Fig. 1: layout detail
Region (107, 107) to (127, 127) um. Cells in gray, sequential cells in the stronger gray; small squares are vias.
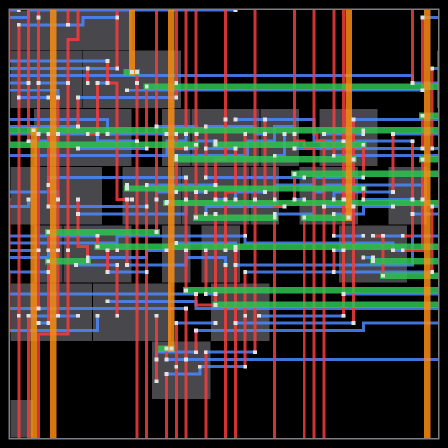
Fig. 2: the metal 2 layer
(2 px per um)
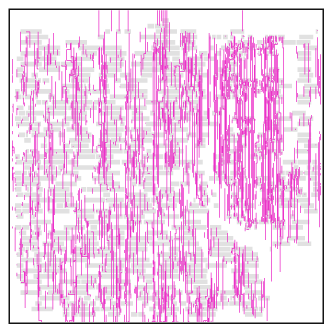
Fig. 3: clock routing
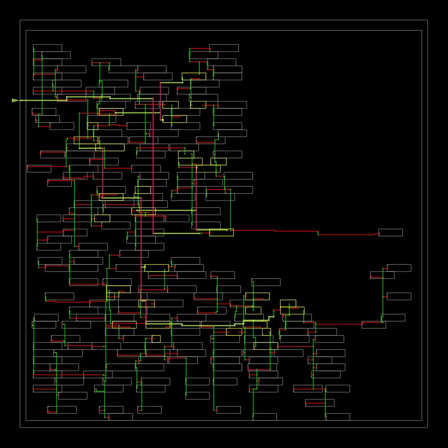
Fig. 4: routed metal, one color a layer
(4 px per um) Two of the layers only.
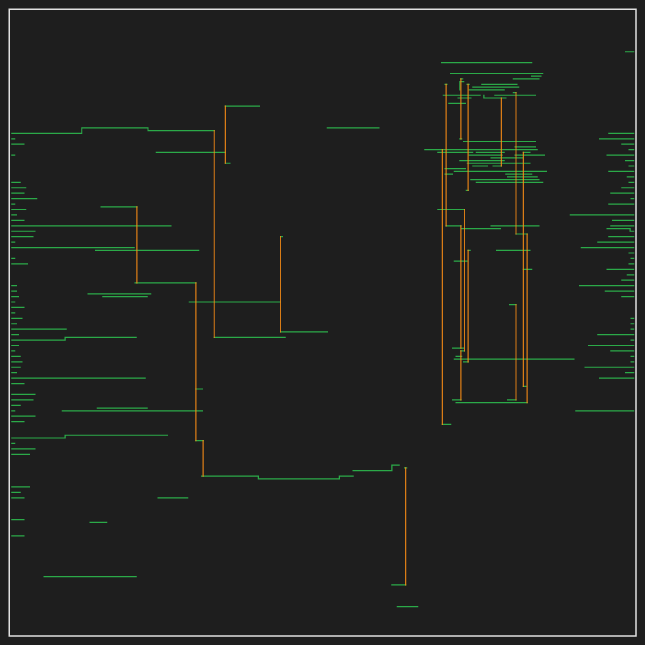
--- src/rtl/int_writeback_arbiter.sv ---
// int_writeback_arbiter
// Merges the single-cycle ALU result stream and a buffered long-latency return
// path onto the register file's one write port. A pending-write mask is exported
// so decode can detect RAW and WAW hazards.
//
// Ports:
//   clk_i, rsn_i                      clock, async active-low reset
//   alu_valid_i/addr_i/data_i         ALU result (held by upstream while stalled)
//   alu_ready_o                       ALU result accepted this cycle (= !stall_o)
//   long_valid_i/addr_i/data_i        long-latency result offer
//   long_ready_o                      FIFO has room
//   stall_o                           FIFO full; next cycle drains the FIFO head
//   wb_we_o/addr_o/data_o             registered register-file write port
//   pend_mask_o                       per-register queued-or-writing mask
module int_writeback_arbiter #(
    parameter int unsigned DATA_W = 32,
    parameter int unsigned ADDR_W = 5,
    parameter int unsigned DEPTH  = 4
) (
    input  logic                    clk_i,
    input  logic                    rsn_i,
    input  logic                    alu_valid_i,
    input  logic [ADDR_W-1:0]       alu_addr_i,
    input  logic [DATA_W-1:0]       alu_data_i,
    output logic                    alu_ready_o,
    input  logic                    long_valid_i,
    output logic                    long_ready_o,
    input  logic [ADDR_W-1:0]       long_addr_i,
    input  logic [DATA_W-1:0]       long_data_i,
    output logic                    stall_o,
    output logic                    wb_we_o,
    output logic [ADDR_W-1:0]       wb_addr_o,
    output logic [DATA_W-1:0]       wb_data_o,
    output logic [(2**ADDR_W)-1:0]  pend_mask_o
);

    localparam int unsigned PTR_W = $clog2(DEPTH);
    localparam int unsigned CNT_W = PTR_W + 1;
    localparam int unsigned NREG  = 2 ** ADDR_W;

    logic [ADDR_W-1:0] r_addr_mem [DEPTH];
    logic [DATA_W-1:0] r_data_mem [DEPTH];
    logic [PTR_W-1:0]  r_rd_ptr;
    logic [PTR_W-1:0]  r_wr_ptr;
    logic [CNT_W-1:0]  r_count;
    logic              r_wb_we;
    logic [ADDR_W-1:0] r_wb_addr;
    logic [DATA_W-1:0] r_wb_data;

    logic              w_full;
    logic              w_empty;
    logic              w_enq;
    logic              w_alu_wr;
    logic              w_deq;
    logic [NREG-1:0]   w_pend;
    logic [PTR_W-1:0]  w_idx;

    // Handshake and port-selection decode; ready/stall come from registered count only.
    assign w_full       = (r_count == CNT_W'(DEPTH));
    assign w_empty      = (r_count == '0);
    assign stall_o      = w_full;
    assign alu_ready_o  = !w_full;
    assign long_ready_o = !w_full;
    // Writes to x0 are accepted but never reach the FIFO or the write port.
    assign w_enq        = long_valid_i && !w_full && (long_addr_i != '0);
    assign w_alu_wr     = alu_valid_i && !w_full && (alu_addr_i != '0);
    // Full always drains; otherwise the FIFO only gets the port when the ALU leaves it.
    assign w_deq        = w_full || (!w_alu_wr && !w_empty);

    // Pointers, occupancy and registered write port.
    always_ff @(posedge clk_i or negedge rsn_i) begin
        if (!rsn_i) begin
            r_rd_ptr  <= '0;
            r_wr_ptr  <= '0;
            r_count   <= '0;
            r_wb_we   <= 1'b0;
            r_wb_addr <= '0;
            r_wb_data <= '0;
        end else begin
            if (w_enq) r_wr_ptr <= r_wr_ptr + PTR_W'(1);
            if (w_deq) r_rd_ptr <= r_rd_ptr + PTR_W'(1);
            r_count <= r_count + CNT_W'(w_enq) - CNT_W'(w_deq);
            if (w_deq) begin
                r_wb_we   <= 1'b1;
                r_wb_addr <= r_addr_mem[r_rd_ptr];
                r_wb_data <= r_data_mem[r_rd_ptr];
            end else if (w_alu_wr) begin
                r_wb_we   <= 1'b1;
                r_wb_addr <= alu_addr_i;
                r_wb_data <= alu_data_i;
            end else begin
                r_wb_we   <= 1'b0;
            end
        end
    end

    // FIFO storage; contents need no reset since validity is tracked by count.
    always_ff @(posedge clk_i) begin
        if (w_enq) begin
            r_addr_mem[r_wr_ptr] <= long_addr_i;
            r_data_mem[r_wr_ptr] <= long_data_i;
        end
    end

    // Pending mask: every valid FIFO entry plus the write currently on the port.
    always_comb begin
        w_pend = '0;
        w_idx  = '0;
        for (int i = 0; i < int'(DEPTH); i++) begin
            w_idx = r_rd_ptr + PTR_W'(i);
            if (CNT_W'(i) < r_count) w_pend[r_addr_mem[w_idx]] = 1'b1;
        end
        if (r_wb_we) w_pend[r_wb_addr] = 1'b1;
        w_pend[0] = 1'b0;
    end

    assign pend_mask_o = w_pend;
    assign wb_we_o     = r_wb_we;
    assign wb_addr_o   = r_wb_addr;
    assign wb_data_o   = r_wb_data;

endmodule

--- config.mk ---
export PLATFORM = sky130hd
export DESIGN_NAME = int_writeback_arbiter
export DESIGN_NICKNAME = d
export VERILOG_FILES = /design/src/rtl/int_writeback_arbiter.sv
export SDC_FILE = /design/constraint.sdc
export NUM_CORES = 1
export LEC_CHECK = 0
export CORE_MARGIN = 2
export CORE_UTILIZATION = 40
export CTS_BUF_LIST = sky130_fd_sc_hd__clkbuf_16
export CTS_CLUSTER_SIZE = 16
export DETAILED_ROUTE_END_ITERATION = 10
export MAX_ROUTING_LAYER = met4
export PLACE_DENSITY = 0.62
export RECOVER_POWER = 25
export SYNTH_ARGS = -nofsm -noshare
export SYNTH_HDL_FRONTEND = slang
export SYNTH_SLANG_ARGS = --single-unit
--- constraint.sdc ---
create_clock -name clk_i -period 3.4 [get_ports clk_i]
set_input_delay 0.68 -clock clk_i [delete_from_list [all_inputs] [get_ports clk_i]]
set_output_delay 0.68 -clock clk_i [all_outputs]
set_load 0.1 [all_outputs]
==> flow_metrics.env <==
# flow metrics
export IMPL_logic_area_um2=3700
export IMPL_netlist_area_um2=9280
export IMPL_die_size_y_um=156
export IMPL_grt_max_degree=72
export IMPL_edf_count=148
export IMPL_reg2reg_depth=7
export IMPL_r2r_end="r_count[1]"
export IMPL_grt_remaining_overflow=0
export IMPL_hold_path_class="reg -> reg"
export IMPL_maxCapViolCount=1
export IMPL_holdPathEnd="wb_data_o[19]"
export IMPL_violations="capacitance limit, slew limit, setup timing"
export IMPL_ys_flops=193
export IMPL_startpoint="r_rd_ptr[0]"
export IMPL_netlist_top_cell_by_instances="sky130_fd_sc_hd__edfxtp_1"
export IMPL_ys_async_sr_fraction=0.233
export IMPL_yosys_top_cells_count="sky130_fd_sc_hd__edfxtp_1 (148), sky130_fd_sc_hd__mux4_2 (52), sky130_fd_sc_hd__dfrtp_1 (45), sky130_fd_sc_hd__nand3_1 (43), sky130_fd_sc_hd__nor2_1 (41)"
export IMPL_largest_area_cell="sky130_fd_sc_hd__edfxtp_1"
export IMPL_finalSetupViolations=3
export IMPL_drt_wl_total_um=25000
export IMPL_crit_path_max_incr_delay_ns=0.55
export IMPL_cts_htree_levels=4
export IMPL_timing_rr_start="r_count[0]"
export IMPL_timing_final_max_slew_violations=29
export IMPL_number_of_rows_created_at_floorplan=55
export IMPL_clock_tree_root_cell="sky130_fd_sc_hd__clkbuf_16"
export IMPL_timing_critical_path_to="pend_mask_o[20]"
export IMPL_final_critical_path_setup_slack_ns=-0.0261
export IMPL_worstSetupPathDepth=7
export IMPL_status="finished with violations"
## Picture notes: Fig. 1
green -> M3
blue -> M1
red -> M2
orange -> M4
most frequent = nand2_1 (4), a32oi_1 (4), a22oi_1 (4)
cells with their middle in the window = 22
sequential cells in the window = 0

## Picture notes: Fig. 2
nets with wire on the layer = 756
wire length on this layer = 12400 um
main direction = vertical
share of all routed wire = 50%

## Picture notes: Fig. 3
insertion delay to the later sink of the worst-skew pair: 0.44 ns
Sink Count: 193
TritonCTS buffer count: 17

## Picture notes: Fig. 4
orange -> M4  # wire length 615 um
green -> M3  # wire length 1330 um

## repair_timing
item	in CTS	in global routing
hold endpoints to repair	0	0
setup buffers	10	7
endpoints found under the setup margin	31	31
resized	15	44
pin swaps	4	19
gates cloned	0	0
## cell type report
cell class | instances | share of cell area
sequential | 193 | 0.446
multi-input combinational | 372 | 0.296
timing repair buffer | 197 | 0.173
clock buffer | 17 | 0.0340
tap | 285 | 0.0285
clock inverter | 15 | 0.0184
inverter | 8 | 0.00240
antenna | 4 | 0.000801
## kinds of logic (layout without fill, tap and decap cells)
group                      Yosys count  in the layout  synth area share
xor gates and xnor gates             4              4           0.00378
DFF                                193            193             0.600
and+or+nand+nor                    164            164             0.108
adders and majority gates            9              9            0.0129
buffers and inverters               54            237            0.0270
muxes                               89             89             0.167
AOI/OAI and AO/OA                  105            105            0.0809
other                                1              5          0.000404
## through the flow
step	worst slack [ns]	setup TNS, ns	area (um^2)
6_report	-0.0261	-0.0554	12500
5_1_grt	-0.113	-1.14	12500
4_1_cts	-0.0466	-0.157	12200
3_5_place_dp	0.114	0	11400
3_3_place_gp	0.203	0	11400
2_1_floorplan	0.0721	0	9280
## per-layer routing
metal  track usage  wire (um)  up-vias
met2         0.354      12400      237
met1         0.271      10600     3183
met3        0.0418       1330       46
met5             -          0        -
li1              -          -     2826
met4        0.0651        614        0
## sequential cells by signal, summed over array words and instances (netlist names)
name	count
r_data_mem	128
wb_data_o	32
r_addr_mem	20
wb_addr_o	5
r_count	3
r_rd_ptr	2
r_wr_ptr	2
wb_we_o	1
